==> src/rtl/alu_issue_ctrl.sv <==
// ---------------------------------------------------------------------------
// alu_issue_ctrl
//
// Operand-issue and write-back controller that sits in front of the N-bit ALU.
// It owns a small register file (r0 reads as zero), accepts one instruction at
// a time over a valid/ready handshake, presents registered operands and the
// opcode to the ALU, waits ALU_LAT cycles, captures result and carry, and
// writes the result back to the register file one cycle later.
//
// Ports
//   clk, rst              clock; synchronous active-high reset
//   instr_valid/ready     instruction handshake (ready only in IDLE, not in reset)
//   instr_op/rd/rs/rt     opcode (111 = illegal), destination, sources
//   ld_valid/addr/data    direct register load, honoured in IDLE only
//   alu_r2/r3/op/c_in     registered drive into the ALU (c_in tied 0)
//   alu_r1, alu_c_out     ALU result and carry
//   wb_valid/addr/data/carry  one-cycle write-back strobe and payload
//   err_illegal           sticky illegal-opcode flag (cleared by reset only)
//   retired               wrapping count of completed write-backs
//   dbg_addr/dbg_data     combinational register-file read port
// ---------------------------------------------------------------------------
module alu_issue_ctrl #(
  parameter int WIDTH   = 32,
  parameter int NREGS   = 8,
  parameter int AW      = $clog2(NREGS),
  parameter int ALU_LAT = 1
) (
  input  logic             clk,
  input  logic             rst,
  input  logic             instr_valid,
  output logic             instr_ready,
  input  logic [2:0]       instr_op,
  input  logic [AW-1:0]    instr_rd,
  input  logic [AW-1:0]    instr_rs,
  input  logic [AW-1:0]    instr_rt,
  input  logic             ld_valid,
  input  logic [AW-1:0]    ld_addr,
  input  logic [WIDTH-1:0] ld_data,
  output logic [WIDTH-1:0] alu_r2,
  output logic [WIDTH-1:0] alu_r3,
  output logic [2:0]       alu_op,
  output logic             alu_c_in,
  input  logic [WIDTH-1:0] alu_r1,
  input  logic             alu_c_out,
  output logic             wb_valid,
  output logic [AW-1:0]    wb_addr,
  output logic [WIDTH-1:0] wb_data,
  output logic             wb_carry,
  output logic             err_illegal,
  output logic [15:0]      retired,
  input  logic [AW-1:0]    dbg_addr,
  output logic [WIDTH-1:0] dbg_data
);

  localparam int CW = (ALU_LAT > 1) ? $clog2(ALU_LAT) : 1;
  localparam logic [2:0] OP_ILLEGAL = 3'b111;

  typedef enum logic [1:0] {
    S_IDLE,
    S_EXEC,
    S_WB
  } state_e;

  state_e            state_q;
  logic [WIDTH-1:0]  regs_q [NREGS];
  logic [AW-1:0]     rd_q;
  logic [CW-1:0]     cnt_q;
  logic [WIDTH-1:0]  alu_r2_q;
  logic [WIDTH-1:0]  alu_r3_q;
  logic [2:0]        alu_op_q;
  logic              wb_valid_q;
  logic [AW-1:0]     wb_addr_q;
  logic [WIDTH-1:0]  wb_data_q;
  logic              wb_carry_q;
  logic              err_illegal_q;
  logic [15:0]       retired_q;

  // r0 is hardwired to zero on every read path.
  function automatic logic [WIDTH-1:0] rf_read(input logic [AW-1:0] addr);
    return (addr == '0) ? '0 : regs_q[addr];
  endfunction

  assign instr_ready = (state_q == S_IDLE) && !rst;

  always_ff @(posedge clk) begin
    if (rst) begin
      state_q       <= S_IDLE;
      rd_q          <= '0;
      cnt_q         <= '0;
      alu_r2_q      <= '0;
      alu_r3_q      <= '0;
      alu_op_q      <= '0;
      wb_valid_q    <= 1'b0;
      wb_addr_q     <= '0;
      wb_data_q     <= '0;
      wb_carry_q    <= 1'b0;
      err_illegal_q <= 1'b0;
      retired_q     <= '0;
      // NOTE: the register file is small and must read back as zero after
      // reset, so it is built from resettable flops rather than a RAM macro.
      for (int i = 0; i < NREGS; i++) begin
        regs_q[i] <= '0;
      end
    end else begin
      case (state_q)
        S_IDLE: begin
          // NOTE: non-blocking assignments make a same-cycle load and accept
          // read-before-write: the operands below see the pre-load values.
          if (ld_valid && (ld_addr != '0)) begin
            regs_q[ld_addr] <= ld_data;
          end
          if (instr_valid && instr_ready) begin
            alu_r2_q <= rf_read(instr_rs);
            alu_r3_q <= rf_read(instr_rt);
            alu_op_q <= instr_op;
            rd_q     <= instr_rd;
            cnt_q    <= '0;
            state_q  <= S_EXEC;
          end
        end

        S_EXEC: begin
          cnt_q <= cnt_q + 1'b1;
          if (cnt_q == CW'(ALU_LAT - 1)) begin
            if (alu_op_q == OP_ILLEGAL) begin
              // Illegal opcode is dropped without a write-back.
              err_illegal_q <= 1'b1;
              state_q       <= S_IDLE;
            end else begin
              wb_data_q  <= alu_r1;
              wb_carry_q <= alu_c_out;
              wb_addr_q  <= rd_q;
              wb_valid_q <= 1'b1;
              state_q    <= S_WB;
            end
          end
        end

        S_WB: begin
          wb_valid_q <= 1'b0;
          if (rd_q != '0) begin
            regs_q[rd_q] <= wb_data_q;
          end
          retired_q <= retired_q + 16'd1;
          state_q   <= S_IDLE;
        end

        default: state_q <= S_IDLE;
      endcase
    end
  end

  assign alu_r2      = alu_r2_q;
  assign alu_r3      = alu_r3_q;
  assign alu_op      = alu_op_q;
  assign alu_c_in    = 1'b0;
  assign wb_valid    = wb_valid_q;
  assign wb_addr     = wb_addr_q;
  assign wb_data     = wb_data_q;
  assign wb_carry    = wb_carry_q;
  assign err_illegal = err_illegal_q;
  assign retired     = retired_q;
  assign dbg_data    = rf_read(dbg_addr);

endmodule
==> config.mk <==
export PLATFORM = sky130hd
export DESIGN_NAME = alu_issue_ctrl
export DESIGN_NICKNAME = d
export VERILOG_FILES = /design/src/rtl/alu_issue_ctrl.sv
export SDC_FILE = /design/constraint.sdc
export NUM_CORES = 1
export LEC_CHECK = 0
export ABC_AREA = 1
export CORE_ASPECT_RATIO = 0.8
export CORE_MARGIN = 2
export CORE_UTILIZATION = 40
export CTS_CLUSTER_SIZE = 28
export DETAILED_ROUTE_END_ITERATION = 16
export GPL_TIMING_DRIVEN = 1
export PLACE_DENSITY_LB_ADDON = 0.2
export SLEW_MARGIN = 0
export SYNTH_ARGS = -nofsm -noshare
export SYNTH_HDL_FRONTEND = slang
export SYNTH_SLANG_ARGS = --single-unit
==> constraint.sdc <==
create_clock -name clk -period 4.9 [get_ports clk]
set_clock_uncertainty 0.2 [all_clocks]
set_input_delay 0.735 -clock clk [delete_from_list [all_inputs] [get_ports clk]]
set_output_delay 0.735 -clock clk [all_outputs]
set_load 0.01 [all_outputs]
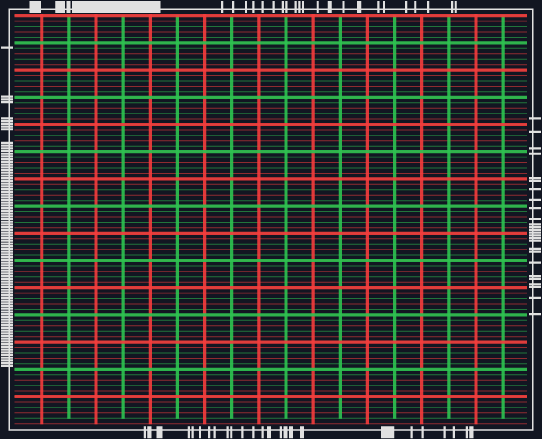
(floorplan with the power grid)
Scale: 2 px per µm. Pins as bars on the die edge.
net	colour
VDD	green
VSS	red
met4 straps	18
met1 rails	76
rows	75
signal pins	242

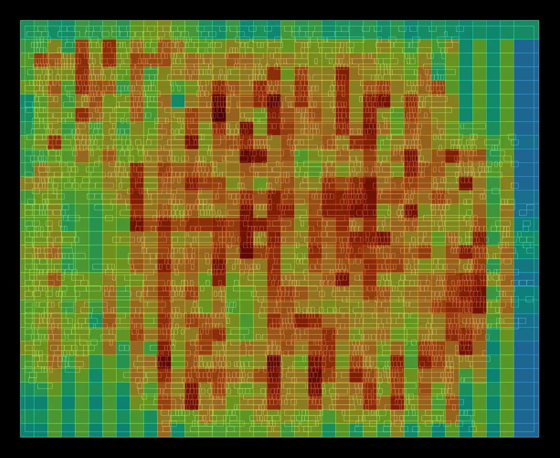
(routing congestion)
final core occ: 48.72%
met3 global-route usage: 5.990%

==> reports/metrics.csv <==
stage;metric;value;unit
outcome;status;finished, final reports clean;
final_timing;worst_pin_slew;1.100;ns
synth;adder_share;0.05922;%
final_timing;clock.fmax;239.0;MHz
synth;yosysWarnings;0;
worst_setup_path;max_stage_delay;0.67;ns
finish;final_cell_mix;nand2_1 (443), nand3_1 (298), a21oi_1 (286), nor2_1 (264), edfxtp_1 (256);
worst_setup_path;crit_fanout;46;
power_and_ir_drop;irDropWorstVdd;249.3;µV
global_route;grt_usage;28.36;%
finish;drive_gt1_share;11.90;%
worst_setup_path;end_kind;primary output;
finish;lay_top_count;nand2_1;
die;initial_core_util;40.42;%
job;warning_count;28;
die;taps;693;
power_and_ir_drop;powerDensity;333.1;nW/µm²
finish;buf_share;11.05;%
finish;nonClockInverterCount;261;
worst_hold_path;worstHoldStart;alu_r2[18];
cts;cts_tree;built;
final_timing;relSlewSlack;26.55;%
worst_setup_path;reg2reg_slack;1.78;ns
synth;synth.top_cell.area_share;36.38;%
power_and_ir_drop;total_power;0.008481;W
final_timing;period_needed;4.184;ns
die;core_area;52270;µm²
power_and_ir_drop;total_leakage_power;10.14;nW
worst_hold_path;hold_end;alu_r2[18];
worst_setup_path;cp_cell_sequence;buf_4 -> inv_2 -> buf_4 -> a21oi_1 -> o21ai_0 -> o21ai_0 -> nor2_1 -> nor2_1 -> clkdlybuf4s50_1;
drt;dr.first_iter.drc_count;2652;
final_timing;finalHoldViolCount;0;
synth;ys.flops;383;
finish;sh_comb_area;35.75;%
finish;top_register;regs_q;
place;preCtsSetupSlack;0.8036;ns
finish;fin_nets;2952;
final_timing;setup_viol_count_final;0;
drt;wl;78790;µm
worst_setup_path;startpoint_type;input port;
synth;ys_sh_mux;0;%
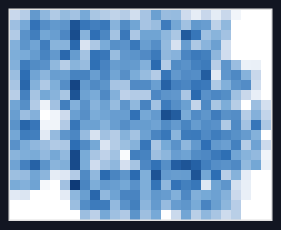
(cell density map)
Scale: 1 px per µm. 26 x 21 tiles, from white (low) to dark blue (high), 0 to 100% covered.
fullest tile	96%
emptiest ninth of the die	upper right
nearly empty tiles	10%
tiles over 75% full	4.9%

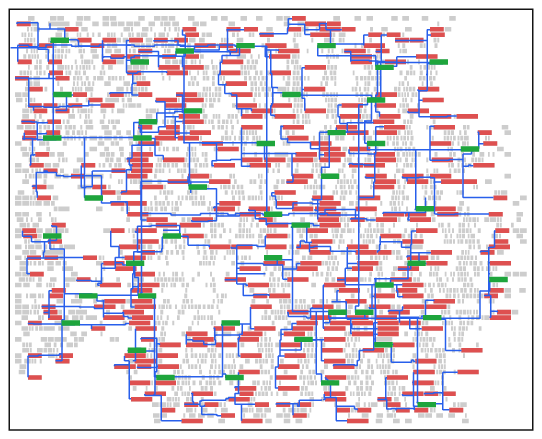
(clock network drawn from the DEF)
Scale: 2 px per µm.
[flip-flops] red | count: 383
[clock wires] blue | length: 5490 µm
[clock drivers] green | count: 45
routed clock nets	46
clk_lat worst skew: 0.59 ns
clk pwr: 0.00338 W
Clock power frac: 39.8%

[routing by layer]
layer	part of all wire [%]	global-route usage (%)
met5	0	0
met4	2.9	9.655
met3	11	5.990
met2	43	41.96
met1	43	41.00
[power by group]
| part | total [W] | switching, W | internal, W |
|---|---|---|---|
| clock network | 0.00338 | 0.00140 | 0.00197 |
| logic | 0.00135 | 0.000867 | 0.000486 |
| registers | 0.00375 | 0.000112 | 0.00364 |
[through the flow]
stage	std cells	hold WS, ns
4_1_cts	3592	0.2659
3_3_place_gp	3510	0.2547
6_report	3592	0.2638
2_1_floorplan	2722	0.2509
3_5_place_dp	3510	0.2572
5_1_grt	3592	0.2779
[critical path: cells and delay by family]
| family | cells | cell delay, ns |
|---|---|---|
| buf+inv | 4 | 1.88 |
| compound gates | 3 | 0.32 |
| simple gates | 2 | 0.28 |
Power and IR drop assume default switching activity.
